--- src/rtl/cam_dvp_capture_pkg.sv ---
// Shared types for the DVP capture block: FSM states, error bit positions, scale decode.
package cam_dvp_capture_pkg;

    typedef enum logic [1:0] {
        IDLE,
        VSYNC,
        GAP,
        LINE
    } cap_state_t;

    localparam int ERR_WIDTH  = 0;
    localparam int ERR_HEIGHT = 1;
    localparam int ERR_SCALE  = 2;

    // Unsupported factors fall back to 1:1 (shift 0).
    function automatic logic [1:0] scale_shift(input logic [2:0] s);
        case (s)
            3'd2:    return 2'd1;
            3'd4:    return 2'd2;
            default: return 2'd0;
        endcase
    endfunction

    function automatic logic scale_ok(input logic [2:0] s);
        return (s == 3'd1) || (s == 3'd2) || (s == 3'd4);
    endfunction

endpackage

--- src/rtl/cam_dvp_capture_if.sv ---
// DVP input side plus decimated pixel stream output side of the capture block.
interface cam_dvp_capture_if #(
    parameter int DATA_W = 8,
    parameter int DIM_W  = 16
);
    logic              en;
    logic [DIM_W-1:0]  cam_width;
    logic [DIM_W-1:0]  cam_height;
    logic [2:0]        cam_scale;
    logic              cam_vsync_i;
    logic              cam_href_i;
    logic [DATA_W-1:0] cam_data_i;
    logic [DATA_W-1:0] pixel_o;
    logic              pixel_en;
    logic              new_pic;
    logic              new_line;
    logic              frame_done;
    logic [DIM_W-1:0]  col_cnt;
    logic [DIM_W-1:0]  row_cnt;
    logic [2:0]        err;

    modport master (
        output en, cam_width, cam_height, cam_scale, cam_vsync_i, cam_href_i, cam_data_i,
        input  pixel_o, pixel_en, new_pic, new_line, frame_done, col_cnt, row_cnt, err
    );

    modport slave (
        input  en, cam_width, cam_height, cam_scale, cam_vsync_i, cam_href_i, cam_data_i,
        output pixel_o, pixel_en, new_pic, new_line, frame_done, col_cnt, row_cnt, err
    );
endinterface

--- src/rtl/cam_dvp_capture_hscale.sv ---
// Horizontal box decimator: sums 1<<shift pixels and emits the truncated mean.
// One register stage from valid to pixel_en; abort drops any partial group.
module cam_dvp_capture_hscale #(
    parameter int DATA_W = 8
) (
    input  logic              clk,
    input  logic              rst,
    input  logic [DATA_W-1:0] data,
    input  logic              valid,
    input  logic [1:0]        shift,
    input  logic              line_start,
    input  logic              abort,
    output logic [DATA_W-1:0] pixel,
    output logic              pixel_en
);
    logic [DATA_W+1:0] acc, acc_base, sum;
    logic [1:0]        cnt, cnt_base, last;

    // line_start arrives together with the first pixel, so it restarts the group in place.
    always_comb begin
        acc_base = line_start ? '0 : acc;
        cnt_base = line_start ? 2'd0 : cnt;
        sum      = acc_base + {2'b00, data};
        last     = 2'((3'd1 << shift) - 3'd1);
    end

    always_ff @(posedge clk or posedge rst) begin
        if (rst) begin
            acc      <= '0;
            cnt      <= '0;
            pixel    <= '0;
            pixel_en <= 1'b0;
        end else begin
            pixel_en <= 1'b0;
            if (abort) begin
                acc <= '0;
                cnt <= '0;
            end else if (valid) begin
                if (cnt_base == last) begin
                    pixel    <= DATA_W'(sum >> shift);
                    pixel_en <= 1'b1;
                    acc      <= '0;
                    cnt      <= '0;
                end else begin
                    acc <= sum;
                    cnt <= cnt_base + 2'd1;
                end
            end else if (line_start) begin
                acc <= '0;
                cnt <= '0;
            end
        end
    end
endmodule

--- src/rtl/cam_dvp_capture.sv ---
// DVP frame capture: input register, edge detect, framing FSM, decimation, markers and sticky errors.
// pixel_en follows the completing input sample by two clocks; no backpressure, the sensor free-runs.
module cam_dvp_capture
    import cam_dvp_capture_pkg::*;
#(
    parameter int DATA_W    = 8,
    parameter int DIM_W     = 16,
    parameter int VSYNC_POL = 1
) (
    input  logic clk,
    input  logic rst,
    cam_dvp_capture_if.slave bus
);
    localparam logic VS_ACT = (VSYNC_POL != 0);

    logic              vs_r, vs_p, hr_r, hr_p;
    logic [DATA_W-1:0] d_r;
    logic              vs_rise, vs_fall, hr_rise, hr_fall;

    cap_state_t        state, next_state;
    logic [DIM_W-1:0]  width_l, height_l, rows, in_cnt, cur_idx, col_cnt, row_cnt;
    logic [1:0]        shift_l, grp_last;
    logic [2:0]        err;
    logic              frame_done, latch, line_start, line_end, close;
    logic              row_keep, pix_valid, abort;
    logic [DATA_W-1:0] pix;
    logic              pix_en;

    always_ff @(posedge clk or posedge rst) begin
        if (rst) begin
            vs_r <= 1'b0;
            vs_p <= 1'b0;
            hr_r <= 1'b0;
            hr_p <= 1'b0;
            d_r  <= '0;
        end else begin
            vs_r <= bus.cam_vsync_i;
            vs_p <= vs_r;
            hr_r <= bus.cam_href_i;
            hr_p <= hr_r;
            d_r  <= bus.cam_data_i;
        end
    end

    assign vs_rise = (vs_r == VS_ACT) && (vs_p != VS_ACT);
    assign vs_fall = (vs_r != VS_ACT) && (vs_p == VS_ACT);
    assign hr_rise = hr_r && !hr_p;
    assign hr_fall = !hr_r && hr_p;

    always_ff @(posedge clk or posedge rst) begin
        if (rst) state <= IDLE;
        else     state <= next_state;
    end

    // A vsync edge is checked first in GAP/LINE so it beats a coincident href edge.
    always_comb begin
        next_state = state;
        latch      = 1'b0;
        line_start = 1'b0;
        line_end   = 1'b0;
        close      = 1'b0;
        case (state)
            IDLE:  if (vs_rise && bus.en) next_state = VSYNC;
            VSYNC: if (vs_fall) begin
                       next_state = GAP;
                       latch      = 1'b1;
                   end
            GAP:   if (vs_rise) begin
                       next_state = VSYNC;
                       close      = 1'b1;
                   end else if (rows == height_l) begin
                       next_state = IDLE;
                       close      = 1'b1;
                   end else if (hr_rise) begin
                       next_state = LINE;
                       line_start = 1'b1;
                   end
            LINE:  if (vs_rise) begin
                       next_state = VSYNC;
                       close      = 1'b1;
                   end else if (hr_fall) begin
                       next_state = GAP;
                       line_end   = 1'b1;
                   end
            default: next_state = IDLE;
        endcase
    end

    assign grp_last  = 2'((3'd1 << shift_l) - 3'd1);
    assign row_keep  = (rows[1:0] & grp_last) == 2'b00;
    assign cur_idx   = line_start ? '0 : in_cnt;
    assign pix_valid = hr_r && (line_start || (state == LINE && !vs_rise))
                       && (cur_idx < width_l) && row_keep;
    assign abort     = line_end || (state == LINE && vs_rise) || latch;

    always_ff @(posedge clk or posedge rst) begin
        if (rst) begin
            width_l    <= '0;
            height_l   <= '0;
            shift_l    <= '0;
            err        <= '0;
            rows       <= '0;
            in_cnt     <= '0;
            row_cnt    <= '0;
            col_cnt    <= '0;
            frame_done <= 1'b0;
        end else begin
            frame_done <= 1'b0;
            if (latch) begin
                width_l  <= bus.cam_width;
                height_l <= bus.cam_height;
                shift_l  <= scale_shift(bus.cam_scale);
                err      <= {~scale_ok(bus.cam_scale), 2'b00};
                rows     <= '0;
                row_cnt  <= '0;
                in_cnt   <= '0;
            end
            if (line_start) begin
                in_cnt <= DIM_W'(1);
            end else if (state == LINE && hr_r && in_cnt < width_l) begin
                in_cnt <= in_cnt + DIM_W'(1);
            end
            if (line_end) begin
                rows <= rows + DIM_W'(1);
                if (row_keep) row_cnt <= row_cnt + DIM_W'(1);
                if (in_cnt < width_l) err[ERR_WIDTH] <= 1'b1;
            end
            if (close) begin
                frame_done <= 1'b1;
                if (rows < height_l) err[ERR_HEIGHT] <= 1'b1;
            end
            // col_cnt names the pixel currently on pixel_o, so it steps after each emit.
            if (line_start)  col_cnt <= '0;
            else if (pix_en) col_cnt <= col_cnt + DIM_W'(1);
        end
    end

    cam_dvp_capture_hscale #(.DATA_W(DATA_W)) u_hscale (
        .clk        (clk),
        .rst        (rst),
        .data       (d_r),
        .valid      (pix_valid),
        .shift      (shift_l),
        .line_start (line_start),
        .abort      (abort),
        .pixel      (pix),
        .pixel_en   (pix_en)
    );

    assign bus.pixel_o    = pix;
    assign bus.pixel_en   = pix_en;
    assign bus.new_line   = pix_en && (col_cnt == '0);
    assign bus.new_pic    = pix_en && (col_cnt == '0) && (row_cnt == '0);
    assign bus.frame_done = frame_done;
    assign bus.col_cnt    = col_cnt;
    assign bus.row_cnt    = row_cnt;
    assign bus.err        = err;
endmodule

--- src/flat_wrapper.sv ---
// flat-port wrapper written by rule: the top's interface ports become plain ports
module cam_dvp_capture_flat import cam_dvp_capture_pkg::*;
#(
    parameter int DATA_W    = 8,
    parameter int DIM_W     = 16,
    parameter int VSYNC_POL = 1
)
  (clk, rst, bus_en, bus_cam_width, bus_cam_height, bus_cam_scale, bus_cam_vsync_i, bus_cam_href_i, bus_cam_data_i, bus_pixel_o, bus_pixel_en, bus_new_pic, bus_new_line, bus_frame_done, bus_col_cnt, bus_row_cnt, bus_err);
  cam_dvp_capture_if #(.DATA_W(DATA_W), .DIM_W(DIM_W)) bus_i ();
  input  logic clk;
  input  logic rst;
  input wire logic [$bits(bus_i.en)-1:0] bus_en;
  input wire logic [$bits(bus_i.cam_width)-1:0] bus_cam_width;
  input wire logic [$bits(bus_i.cam_height)-1:0] bus_cam_height;
  input wire logic [$bits(bus_i.cam_scale)-1:0] bus_cam_scale;
  input wire logic [$bits(bus_i.cam_vsync_i)-1:0] bus_cam_vsync_i;
  input wire logic [$bits(bus_i.cam_href_i)-1:0] bus_cam_href_i;
  input wire logic [$bits(bus_i.cam_data_i)-1:0] bus_cam_data_i;
  output wire logic [$bits(bus_i.pixel_o)-1:0] bus_pixel_o;
  output wire logic [$bits(bus_i.pixel_en)-1:0] bus_pixel_en;
  output wire logic [$bits(bus_i.new_pic)-1:0] bus_new_pic;
  output wire logic [$bits(bus_i.new_line)-1:0] bus_new_line;
  output wire logic [$bits(bus_i.frame_done)-1:0] bus_frame_done;
  output wire logic [$bits(bus_i.col_cnt)-1:0] bus_col_cnt;
  output wire logic [$bits(bus_i.row_cnt)-1:0] bus_row_cnt;
  output wire logic [$bits(bus_i.err)-1:0] bus_err;
  assign bus_i.en = bus_en;
  assign bus_i.cam_width = bus_cam_width;
  assign bus_i.cam_height = bus_cam_height;
  assign bus_i.cam_scale = bus_cam_scale;
  assign bus_i.cam_vsync_i = bus_cam_vsync_i;
  assign bus_i.cam_href_i = bus_cam_href_i;
  assign bus_i.cam_data_i = bus_cam_data_i;
  assign bus_pixel_o = bus_i.pixel_o;
  assign bus_pixel_en = bus_i.pixel_en;
  assign bus_new_pic = bus_i.new_pic;
  assign bus_new_line = bus_i.new_line;
  assign bus_frame_done = bus_i.frame_done;
  assign bus_col_cnt = bus_i.col_cnt;
  assign bus_row_cnt = bus_i.row_cnt;
  assign bus_err = bus_i.err;
  cam_dvp_capture #(.DATA_W(DATA_W), .DIM_W(DIM_W), .VSYNC_POL(VSYNC_POL)) u_core (.clk(clk), .rst(rst), .bus(bus_i));
endmodule
--- config.mk ---
export PLATFORM = sky130hd
export DESIGN_NAME = cam_dvp_capture_flat
export DESIGN_NICKNAME = d
export VERILOG_FILES = /design/src/rtl/cam_dvp_capture_pkg.sv /design/src/rtl/cam_dvp_capture_if.sv /design/src/rtl/cam_dvp_capture_hscale.sv /design/src/rtl/cam_dvp_capture.sv /design/src/flat_wrapper.sv
export SDC_FILE = /design/constraint.sdc
export NUM_CORES = 1
export LEC_CHECK = 0
export CAP_MARGIN = 30
export CORE_MARGIN = 3
export CORE_UTILIZATION = 45
export DETAILED_ROUTE_END_ITERATION = 8
export GPL_ROUTABILITY_DRIVEN = 0
export PLACE_DENSITY = 0.69
export SKIP_CTS_REPAIR_TIMING = 1
export SYNTH_ARGS = -nofsm -noshare
export SYNTH_HDL_FRONTEND = slang
export SYNTH_SLANG_ARGS = --single-unit
--- constraint.sdc ---
create_clock -name clk -period 14.4 [get_ports clk]
set_input_delay 4.32 -clock clk [delete_from_list [all_inputs] [get_ports clk]]
set_output_delay 4.32 -clock clk [all_outputs]
set_load 0.02 [all_outputs]
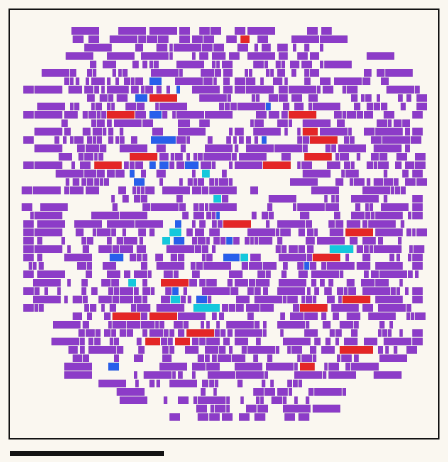
Run 1: sizing map
Bar = 50 µm.
legend:
  x1 and smaller:
    colour: purple
    cells: 904
    share: 94%
    most_used: dfrtp_1
  x3 and x4:
    colour: cyan
    cells: 9
    share: 0.94%
    most_used: buf_4
  x6 and larger:
    colour: red
    cells: 23
    share: 2.4%
    most_used: clkbuf_16
  x2:
    colour: blue
    cells: 22
    share: 2.3%
    most_used: clkinv_2
setup ws final: 7.73 ns
P&R area growth vs syn: 21.6%
Post-Layout Inst Area: 0.00964 mm²
Buffers excl. clock: 98

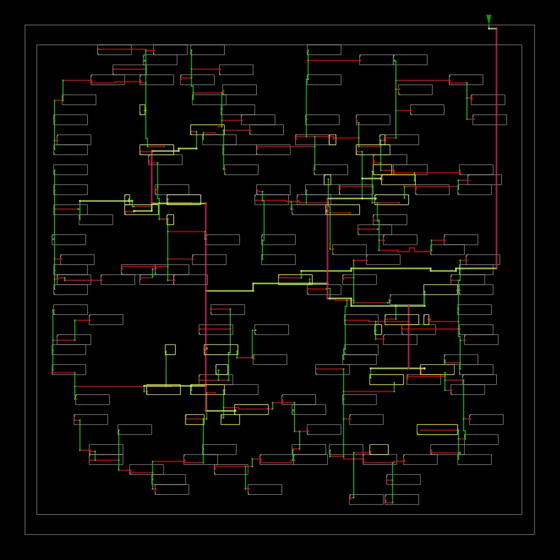
Run 1: clock routing
clk_lat worst skew: 0.42 ns
CTS Sinks: 137

==> results.py, run 1 <==
# Generated from Yosys and OpenROAD reports
metrics = {
    "clock_network": {
        "numCtsBuffers": 17,
        "clockBufferDepth": 2,
    },
    "synth": {
        "simple_gate_share": 0.222,
        "synthTopCellsByArea": "dfrtp_1 43%, ha_1 9.5%, nand2_1 4.8%",
        "ys_cells": 858,
        "yosysTopAreaCellShare": 0.433,
        "seq_area_frac_synth": 0.433,
        "common_cells": "137 x dfrtp_1, 101 x nand2_1, 67 x o21ai_0",
        "fa_ha_area_frac": 0.0973,
        "synth_cells": 858,
    },
    "timing": {
        "max_clock_freq_mhz": 150,
        "slew_viol_final": 0,
        "tightest_slew_ns": 0.939,
        "maxSlewHeadroom": 0.370,
        "finalCriticalPeriod_ns": 6.67,
        "finalHoldViolCount": 0,
    },
    "finish": {
        "drive_gt1_frac": 0.0564,
        "layout.cells.non_filler": 1178,
        "nets": 1054,
    },
    "place": {
        "place_ws_ns": 8.16,
        "place_inst": 1146,
        "dp_hpwl_mm": 12.7,
    },
    "power": {
        "comb_power_share": 0.339,
        "leakagePower_nw": 4.40,
        "p_int_mw": 0.928,
        "vdd_drop_max_mv": 0.102,
    },
    "global_routing": {
        "grt_overflow": 0,
    },
    "floorplanning": {
        "dieArea_mm2": 0.0192,
        "die_h_um": 139,
        "core.rowCount": 47,
    },
    "setup_path": {
        "worst-path-max-fanout": 5,
        "worstRegToRegCells": 13,
    },
    "drt": {
        "vias": 6494,
        "antenna_left": 0,
    },
    "run_status": {
        "status": "finished clean",
    },
    "min_path": {
        "whs_endpoint": "u_core.vs_p$_DFF_PP0_",
    },
}
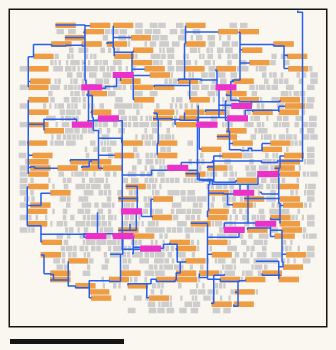
Run 1: clock wires, drivers and flops
Bar = 50 µm.
legend:
  clock wires:
    colour: blue
    length: 1,810 µm
  clock-net drivers:
    colour: magenta
    count: 17
  flip-flops:
    colour: orange
    count: 137
flops lie: widely spread
Clk pwr share: 0.292
Final Skew: 0.00795 ns
P_clk: 0.414 mW

==> run 1: layer usage <==
metal | up-vias | wire [µm] | global-route usage
li1 | 3251 | - | -
met1 | 3102 | 8650 | 0.264
met2 | 122 | 8270 | 0.308
met3 | 19 | 667 | 0.0414
met4 | 0 | 240 | 0.0443
met5 | - | 0 | 0
==> run 1: worst max-delay path, delay by kind of cell, from the launching register on <==
family	cells	cell delay, ns
fa+ha+maj	1	0.16
flops	1	0.42
buf+inv	2	0.68
simple gates	3	0.68
==> run 1: final cells by class <==
cell class	instances	area (µm²)
Timing Repair Buffer	98	971
Clock buffer	25	495
Tap cell	220	275
Inverter	49	189
Fill cell	1520	7240
Multi-Input combinational cell	642	4210
Clock inverter	7	66.3
Sequential cell	137	3430
Run 1, a small window of the routed layout:
Region (89, 20) to (119, 50) µm. Cells in grey, sequential cells in the stronger grey; small squares are vias.
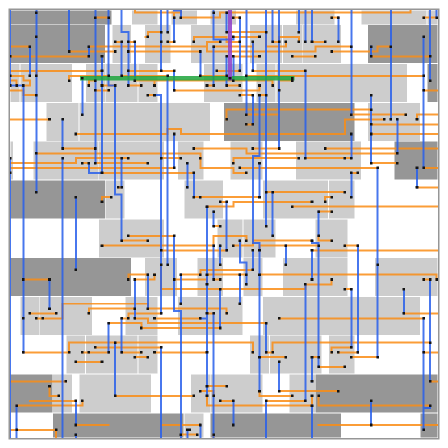

==> run 2, diff against run 1 <==
==> constraint.sdc (replaced) <==
create_clock -name clk -period 6.8 [get_ports clk]
set_input_delay 2.04 -clock clk [delete_from_list [all_inputs] [get_ports clk]]
set_output_delay 2.04 -clock clk [all_outputs]
set_load 0.02 [all_outputs]
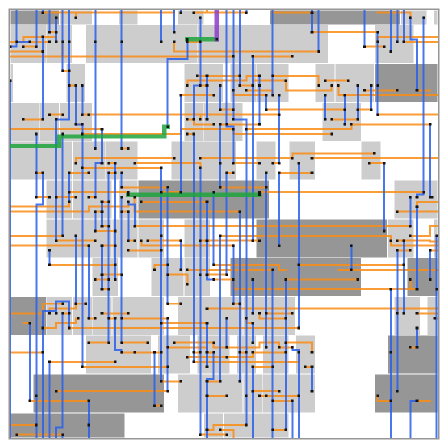
Run 2: a small window of the routed layout
Region (89, 20) to (119, 50) µm. Cells in grey, sequential cells in the stronger grey; small squares are vias.
legend:
  M3:
    colour: green
  M4:
    colour: purple
  M2:
    colour: blue
  M1:
    colour: orange
cells with their middle in the window: 58
sequential cells in the window: 5
most frequent: o21ai_0 (7), nand2_1 (7), ha_1 (6)
netlist names of flops here include: u_core.rows (3), u_core.height_l (2)

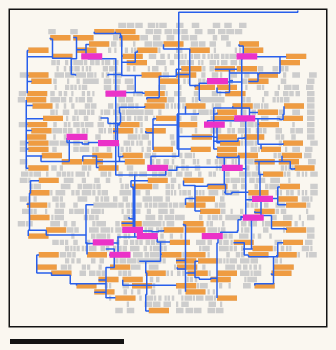
Run 2: clock wires, drivers and flops
Bar = 50 µm.
legend:
  clock-net drivers:
    colour: magenta
    count: 17
  flip-flops:
    colour: orange
    count: 137
  clock wires:
    colour: blue
    length: 1,850 µm
flops lie: widely spread
P_clk: 0.926 mW
Clk pwr share: 0.301
clk_lat worst skew: 0.43 ns

==> run 2 against run 1 <==
Hold slack gained 0.014 ns; clock skew rose by 0.0011 ns; non-clock buffer count is the same; register-to-register slack worse by 7.5 ns; via count is 0.80% higher; clock power is 120% higher; core utilization grew 0.082 points; die size stayed put; largest power group unchanged.
==> results.py, run 2 <==
# Generated from Yosys and OpenROAD reports
metrics = {
    "setup_path": {
        "path_delay_family": "simple AND/OR/NAND/NOR gates",
        "worstRegToRegCells": 15,
        "worst-path-max-fanout": 26,
        "path_depth": 15,
        "cp_num_buf_inv": 1,
    },
    "finish": {
        "buf_share": 0.101,
        "nonClockBufferCount": 98,
        "clk_share": 0.0602,
        "layout.cells.non_filler": 1175,
        "logic_gates": 642,
        "syn2layout_area_growth_pct": 21.8,
        "clock_buffers": 20,
        "final.fill_count": 1517,
        "nets": 1054,
    },
    "global_routing": {
        "use_met1": 0.270,
        "busiest_layer": "met2",
        "gr-usage-met2": 0.315,
    },
    "synth": {
        "fa_ha_area_frac": 0.0973,
        "simple_gate_share": 0.222,
        "yosysTopAreaCellShare": 0.433,
        "common_cells": "137 x dfrtp_1, 101 x nand2_1, 67 x o21ai_0",
        "ys_cells": 858,
        "synth_cells": 858,
        "synthTopCellsByArea": "dfrtp_1 43%, ha_1 9.5%, nand2_1 4.8%",
        "seq_area_frac_synth": 0.433,
    },
    "clock_network": {
        "numCtsBuffers": 17,
        "clockBufferDepth": 2,
        "cts.sink_count": 137,
    },
    "timing": {
        "finalHoldViolCount": 0,
        "fin_skew_ns": 0.00903,
        "slew_viol_final": 0,
        "max_clock_freq_mhz": 198,
        "finalCriticalPeriod_ns": 5.04,
    },
    "place": {
        "place_ws_ns": 1.85,
        "place_inst": 1146,
    },
    "drt": {
        "vias": 6546,
        "wl_met2_mm": 8.68,
        "dr_wl_met3_um": 682,
        "top_layer": "met4",
        "antenna_left": 0,
        "met1_length_mm": 8.76,
    },
    "floorplanning": {
        "dieArea_mm2": 0.0192,
        "tap_cells": 220,
    },
    "run_status": {
        "status": "finished clean",
    },
    "power": {
        "leakagePower_nw": 4.41,
    },
}
## run 2: metrics by stage
stage / power, mW / hold WS [ns]
2_1_floorplan: 1.83 / 0.388
6_report: 3.07 / 0.484
3_5_place_dp: 2.15 / 0.470
4_1_cts: 3.10 / 0.484
3_3_place_gp: 2.14 / 0.471
5_1_grt: 3.27 / 0.504
## run 2: where the power goes
part | leakage (nW) | switching (mW) | internal (mW)
logic | 2.31 | 0.595 | 0.438
registers | 1.81 | 0.125 | 0.990
clock network | 0.292 | 0.339 | 0.587
total | 4.41 | 1.06 | 2.01
## run 2: kinds of logic after synthesis
| family | Yosys count |
|---|---|
| simple gates | 344 |
| compound gates | 189 |
| flops | 137 |
| buf+inv | 79 |
| fa+ha+maj | 61 |
| xor+xnor | 26 |
| mux | 22 |
Run 2, clock routing:
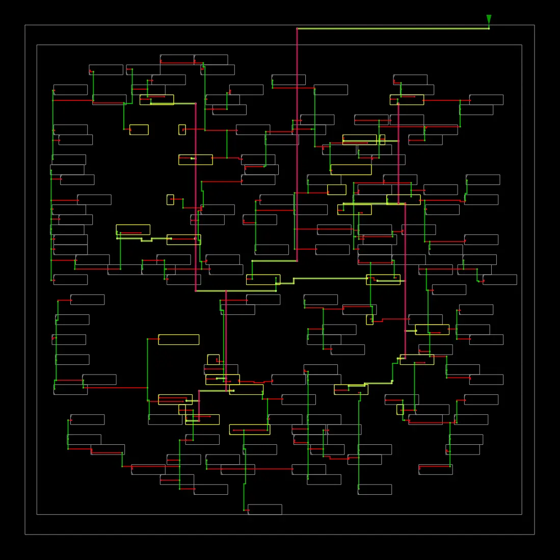

==> run 3, diff against run 2 <==
==> constraint.sdc (replaced) <==
create_clock -name clk -period 4.8 [get_ports clk]
set_input_delay 1.44 -clock clk [delete_from_list [all_inputs] [get_ports clk]]
set_output_delay 1.44 -clock clk [all_outputs]
set_load 0.02 [all_outputs]
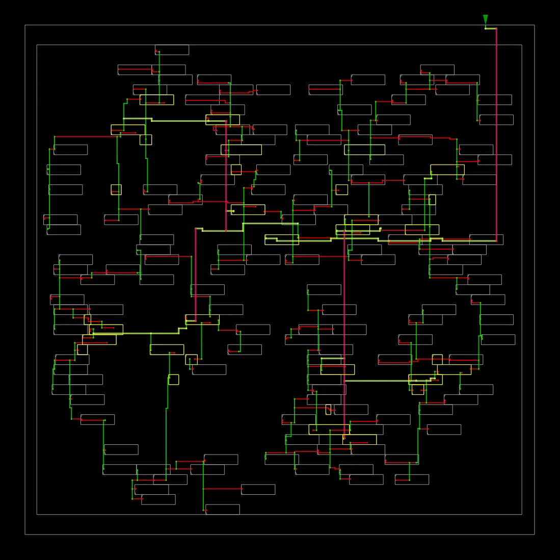
Run 3: clock routing
P_clk: 1.34 mW
number of clock-tree buffers in the layout: 18
clk_lat worst skew: 0.42 ns
Flops: 137
cts bufs inserted: 17

==> run 3 against run 2 <==
Die size unchanged; final cell count up 0.85%; sequential share of layout area down 0.31 points; clock power up 45%; clock-buffer cell count down 2; critical endpoint unchanged.
==> results.py, run 3 <==
# Generated from Yosys and OpenROAD reports
metrics = {
    "floorplanning": {
        "tap_cells": 220,
        "dieArea_mm2": 0.0192,
    },
    "drt": {
        "top_layer": "met4",
        "wl_met2_mm": 8.74,
        "antenna_left": 0,
        "dr_wl_met3_um": 641,
        "vias": 6522,
        "met1_length_mm": 8.83,
    },
    "finish": {
        "nonClockBufferCount": 105,
        "logic_gates": 642,
        "layout.cells.non_filler": 1185,
        "syn2layout_area_growth_pct": 22.9,
        "clk_share": 0.0618,
        "final.fill_count": 1518,
        "nets": 1061,
        "buf_share": 0.106,
    },
    "run_status": {
        "status": "finished clean",
    },
    "timing": {
        "fin_hold_ws_ns": 0.457,
        "finalCriticalPeriod_ns": 4.31,
    },
    "clock_network": {
        "cts.sink_count": 137,
    },
    "setup_path": {
        "path_delay_family": "simple AND/OR/NAND/NOR gates",
        "path_depth": 15,
        "cp_num_buf_inv": 1,
    },
    "place": {
        "place_inst": 1153,
        "place_ws_ns": 0.559,
    },
    "global_routing": {
        "use_met1": 0.274,
        "busiest_layer": "met2",
    },
    "power": {
        "power.switching_mw": 1.55,
        "power.group.top": "registers",
        "seq_power_mw": 1.57,
        "p_sw_frac": 0.352,
        "p_total_mw": 4.39,
    },
    "synth": {
        "ys_cells": 858,
        "yosysTopAreaCellShare": 0.433,
    },
}
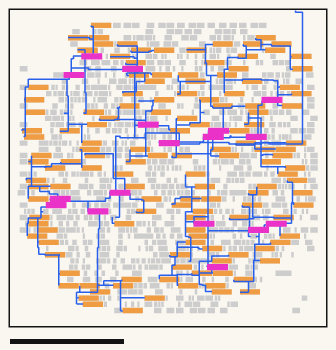
Run 3: clock wires, drivers and flops
Bar = 50 µm.
legend:
  clock-net drivers:
    colour: magenta
    count: 17
  clock wires:
    colour: blue
    length: 1,840 µm
  flip-flops:
    colour: orange
    count: 137
routed clock nets: 18
flops lie: widely spread
Final Skew: 0.00910 ns
Clk pwr share: 0.306

[run 3: cell types whose count changed in the layout (fill, tap and decap cells not counted), sizes merged]
cell | previous run | this run
clkinv | 5 | 3
clkinvlp | 0 | 6
clkbuf | 20 | 18
inv | 50 | 51
buf | 4 | 11
[run 3: logic make-up (layout without fill, tap and decap cells)]
| family | Yosys count | after routing | share of synthesized area |
|---|---|---|---|
| compound gates | 189 | 189 | 0.151 |
| xor+xnor | 26 | 26 | 0.0287 |
| fa+ha+maj | 61 | 61 | 0.0973 |
| buf+inv | 79 | 186 | 0.0381 |
| flops | 137 | 137 | 0.433 |
| mux | 22 | 22 | 0.0300 |
| simple gates | 344 | 344 | 0.222 |
No activity file was given, so power comes from the tool's default toggle rates.
